Figure 1. Wiring by layer (run 1).
(8 px per micron) Only two layers are drawn.
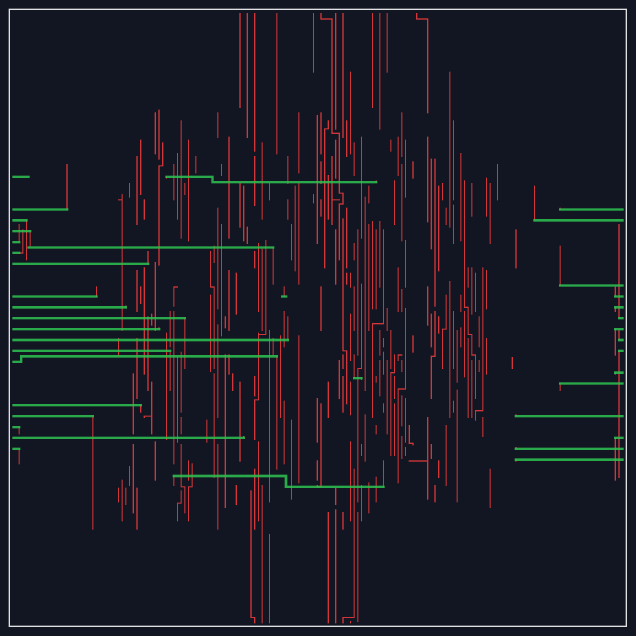
Figure 2. Cell area per tile (run 1).
(4 px per micron) 8 x 8 tiles, from white (low) to dark blue (high), 0 to 100% covered.
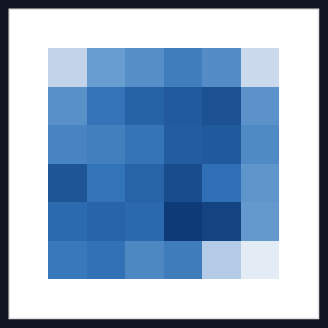
Figure 3. Track usage over the die (run 1).
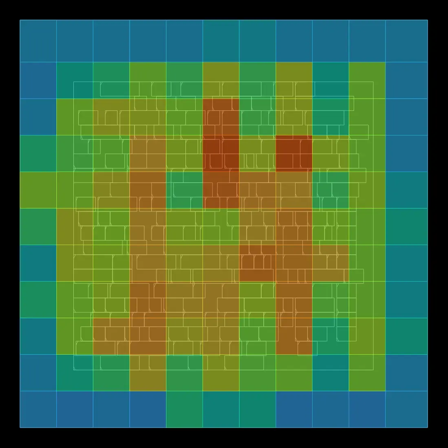
[src/rtl/demux_deser.sv]
// Serial-to-parallel demux: routes incoming beats into N addressed slots and
// presents the completed frame on a registered parallel bus with valid/ready.
module demux_deser #(
  parameter int unsigned WIDTH = 8,
  parameter int unsigned N     = 4,
  localparam int unsigned ADR_W = $clog2(N)
) (
  input  logic               clk,
  input  logic               rst_n,
  input  logic [WIDTH-1:0]   in_data,
  input  logic               in_valid,
  output logic               in_ready,
  input  logic [ADR_W-1:0]   in_adr,
  input  logic               adr_mode,
  output logic [N*WIDTH-1:0] out_bus,
  output logic               out_valid,
  input  logic               out_ready,
  output logic [N-1:0]       slot_fill
);

  localparam logic [ADR_W-1:0] LastPtr = ADR_W'(N - 1);
  localparam logic [ADR_W:0]   NumSlots = (ADR_W + 1)'(N);

  typedef enum logic [0:0] {StFill, StHold} state_e;

  state_e             state_q, state_d;
  logic [N*WIDTH-1:0] out_bus_q;
  logic [N-1:0]       slot_fill_q;
  logic [ADR_W-1:0]   wr_ptr_q;

  logic               accept;
  logic [ADR_W-1:0]   target;
  logic               target_ok;
  logic [N-1:0]       fill_set;
  logic               frame_done;

  // Datapath decode: target slot and the fill mask after this beat.
  always_comb begin
    accept    = in_valid & in_ready;
    target    = adr_mode ? in_adr : wr_ptr_q;
    // Out-of-range explicit addresses are accepted but write nothing.
    target_ok = {1'b0, target} < NumSlots;
    fill_set  = slot_fill_q;
    for (int unsigned i = 0; i < N; i++) begin
      if (accept && target_ok && (target == i[ADR_W-1:0])) begin
        fill_set[i] = 1'b1;
      end
    end
    frame_done = accept & (&fill_set);
  end

  // State register
  always_ff @(posedge clk) begin
    if (!rst_n) begin
      state_q <= StFill;
    end else begin
      state_q <= state_d;
    end
  end

  // Next-state logic
  always_comb begin
    state_d = state_q;
    unique case (state_q)
      StFill: if (frame_done) state_d = StHold;
      StHold: if (out_ready)  state_d = StFill;
      default: state_d = StFill;
    endcase
  end

  // Output logic
  always_comb begin
    in_ready  = rst_n & (state_q == StFill);
    out_valid = (state_q == StHold);
  end

  always_ff @(posedge clk) begin
    if (!rst_n) begin
      out_bus_q   <= '0;
      slot_fill_q <= '0;
      wr_ptr_q    <= '0;
    end else if (state_q == StHold) begin
      // Slot data survives the handoff; only the fill flags and pointer restart.
      if (out_ready) begin
        slot_fill_q <= '0;
        wr_ptr_q    <= '0;
      end
    end else if (accept) begin
      for (int unsigned i = 0; i < N; i++) begin
        if (target_ok && (target == i[ADR_W-1:0])) begin
          out_bus_q[i*WIDTH +: WIDTH] <= in_data;
        end
      end
      slot_fill_q <= fill_set;
      if (!adr_mode) begin
        wr_ptr_q <= (wr_ptr_q == LastPtr) ? '0 : wr_ptr_q + ADR_W'(1);
      end
    end
  end

  assign out_bus   = out_bus_q;
  assign slot_fill = slot_fill_q;

endmodule

[config.mk]
export PLATFORM = sky130hd
export DESIGN_NAME = demux_deser
export DESIGN_NICKNAME = d
export VERILOG_FILES = /design/src/rtl/demux_deser.sv
export SDC_FILE = /design/constraint.sdc
export NUM_CORES = 1
export LEC_CHECK = 0
export CORE_MARGIN = 10
export CORE_UTILIZATION = 50
export CTS_BUF_LIST = sky130_fd_sc_hd__clkbuf_4 sky130_fd_sc_hd__clkbuf_8
export DETAILED_ROUTE_END_ITERATION = 8
export PLACE_DENSITY = 0.86
export SYNTH_ARGS = -nofsm -noshare
export SYNTH_HDL_FRONTEND = slang
export SYNTH_SLANG_ARGS = --single-unit
[constraint.sdc]
create_clock -name clk -period 2.4 [get_ports clk]
set_input_delay 0.24 -clock clk [delete_from_list [all_inputs] [get_ports clk]]
set_output_delay 0.24 -clock clk [all_outputs]
set_load 0.05 [all_outputs]
==> impl_metrics.env, run 1 <==
# flow metrics
export IMPL_crit_path_end_kind="primary output"
export IMPL_comb_cells=99
export IMPL_criticalPathCategory="register to primary output"
export IMPL_clock_latency_ps=350
export IMPL_path_buffers=1
export IMPL_flops=39
export IMPL_comb_share=0.343
export IMPL_n_all_buffers=60
export IMPL_cp_top_family="buffers and inverters"
export IMPL_gr_total_overflow=0
export IMPL_final_clk_cell_share=0.0374
export IMPL_r2r_cells=5
export IMPL_r2r_slack_ps=840
export IMPL_grt_max_degree=23
export IMPL_drive_above_1_share=0.121
export IMPL_cts_root_buf="clkbuf_4"
export IMPL_power_density_mw_per_mm2=581
export IMPL_fp_utilization=0.527
export IMPL_cts_tree="done"
export IMPL_layout_cells_non_filler=251
export IMPL_cp_depth=1
export IMPL_sw_frac_of_total=0.255
export IMPL_critPathRequiredTime_ps=2160
export IMPL_synthFlopType="dfxtp_1"
export IMPL_nClkBuffers=6
export IMPL_critPathLaunch="out_valid$_SDFF_PN0_"
export IMPL_drt_wl_total_microns=4170
export IMPL_clockPowerShare=0.344
export IMPL_mi_logic_area_sq_um=791
export IMPL_design_core_area_sq_mm=0.00308
export IMPL_yosysWarningCount=0
export IMPL_min_period_ps=1930
export IMPL_postCtsHoldBufs=0
export IMPL_cp_max_fo=9
export IMPL_start_kind="register"
export IMPL_place_inst=243
export IMPL_m1WireLength_microns=1800
export IMPL_yosysTopAreaCellShare=0.481
export IMPL_status="finished, final reports clean"
export IMPL_fillers=245
export IMPL_drv_cap=0
export IMPL_met1_usage=0.164
export IMPL_taps=44
export IMPL_cts_sinks=39
export IMPL_tns_ps=0
export IMPL_cp_arrival_ps=1690
Back to the opening pictures, Figure 1:
Red is metal 2, wire length 1920 microns. Green is metal 3, wire length 404 microns.

Back to the opening pictures, Figure 2:
The mean over all tiles is 38%. The emptiest ninth of the die: bottom right. 44% of the tiles are nearly empty.

Back to the opening pictures, Figure 3:
wire per inst: 16.6 microns
GRT met3 Usage: 0.0851
Final Core Density: 0.750
GR peak layer: met2

## run 1: through the flow
step                hold slack, ps  instance area [sq um]  worst slack [ps]
floorplan                      406                   1620               761
finish                         532                   2310               473
detailed placement             508                   2220               285
CTS                            535                   2310               448
global placement               495                   2220               382
global route                   552                   2310               375
## run 1: power by group through the flow
stage,Combinational [uW],Clock [uW],Sequential [uW]
floorplan,69.5,0,739
global placement,200,0,688
detailed placement,206,0,689
CTS,206,468,674
global route,217,501,677
finish,205,461,674
## run 1: cell usage in the layout, fill, tap and decap left out, types with 3 or more instances in the layout
cell             instances
clkdlybuf4s50_1         51
dfxtp_1                 39
nor2b_1                 36
mux2i_1                 32
nor2_1                   3
buf_4                    8
nand2_1                  3
clkbuf_4                 5
--- run 2 (diff from run 1) ---
- CORE_UTILIZATION: 50 -> 47
- PLACE_DENSITY: 0.86 -> 0.82
- clock period: 2.4 -> 1.8 ns (I/O delays scaled with it)
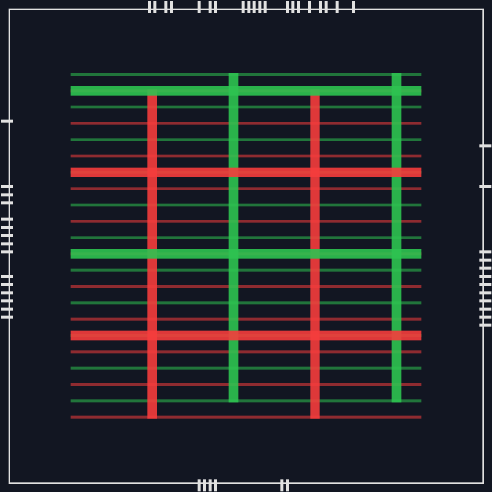
Figure 4: run 2, supply network.
(6 px per micron) Pins as bars on the die edge.
Red is VSS. Green is VDD.
22 met1 rails follow the rows. 4 straps on met4. 4 straps on met5.

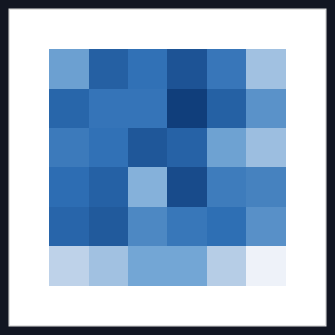
Figure 5: run 2, cell area per tile.
(4 px per micron) 8 x 8 tiles, from white (low) to dark blue (high), 0 to 100% covered.
The fullest tile reaches 94%. The mean over all tiles is 36%. 19% of the tiles are over 75% full. The emptiest ninth of the die: bottom right.

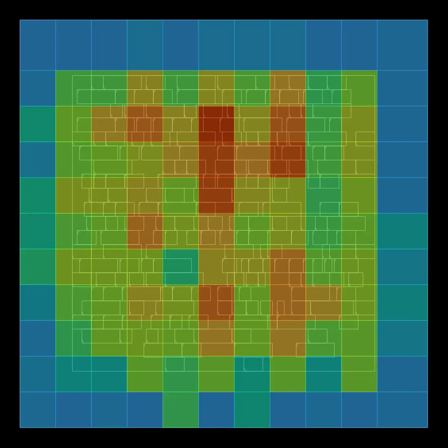
Figure 6: run 2, track usage over the die.
gr usage total: 0.131
met2 GRT Util: 0.214
wire per inst: 15.9 microns
GRT met3 Usage: 0.0698

==> run 2 against run 1 <==
Net effect: wire length fell by 2.0%; clock skew grew 2.1 ps; non-clock buffer count rose by 4; critical endpoint is now out_bus[28]; largest cell class unchanged.
==> impl_metrics.env, run 2 <==
# flow metrics
export IMPL_synthFlopType="dfxtp_1"
export IMPL_lay_top_count="clkdlybuf4s50_1"
export IMPL_seq_power_uw=899
export IMPL_hold_slack_ps=521
export IMPL_cp_top_family="buffers and inverters"
export IMPL_power_density_mw_per_mm2=701
export IMPL_postCtsHoldBufs=0
export IMPL_cts_root_buf="clkbuf_4"
export IMPL_clockPowerShare=0.274
export IMPL_status="finished, final reports clean"
export IMPL_r2r_slack_ps=260
export IMPL_gr_total_overflow=0
export IMPL_place_inst=249
export IMPL_dp_slack_ps=-149
export IMPL_yosysWarningCount=0
export IMPL_yosysTopAreaCellShare=0.481
export IMPL_drive_above_1_share=0.142
export IMPL_r2r_cells=5
export IMPL_clock_latency_ps=350
export IMPL_fp_utilization=0.486
export IMPL_criticalPathCategory="register to primary output"
export IMPL_cts_sinks=39
export IMPL_critPathLaunch="out_bus[28]$_SDFFE_PN0P_"
export IMPL_grt_max_degree=41
export IMPL_placed_cell_area_sq_mm=0.00225
export IMPL_sw_frac_of_total=0.285
export IMPL_start_kind="register"
export IMPL_m1WireLength_microns=1640
export IMPL_fin_ws_ps=68.8
export IMPL_drv_cap=0
export IMPL_tns_ps=0
export IMPL_p_clk_uw=444
run 2: cell counts after synthesis:
Identical to the previous run, type by type.
run 2: routing by layer:
metal / vias up / global-route usage
met2: 37 / 0.214
met4: 0 / 0.0484
met3: 5 / 0.0698
met5: - / 0
met1: 587 / 0.142
li1: 624 / -
run 2: what timing repair did:
item,CTS,global route
resized,0,1
endpoints found under the setup margin,0,1
buffers inserted,0,0
run 2: cell type report:
cell class | instances | area, sq um
tap | 46 | 57.6
fill | 252 | 1030
multi-input combinational | 99 | 791
sequential | 39 | 781
timing repair buffer | 64 | 621
clock buffer | 5 | 37.5
inverter | 1 | 3.75
clock inverter | 3 | 20.0
Power and IR drop assume default switching activity.
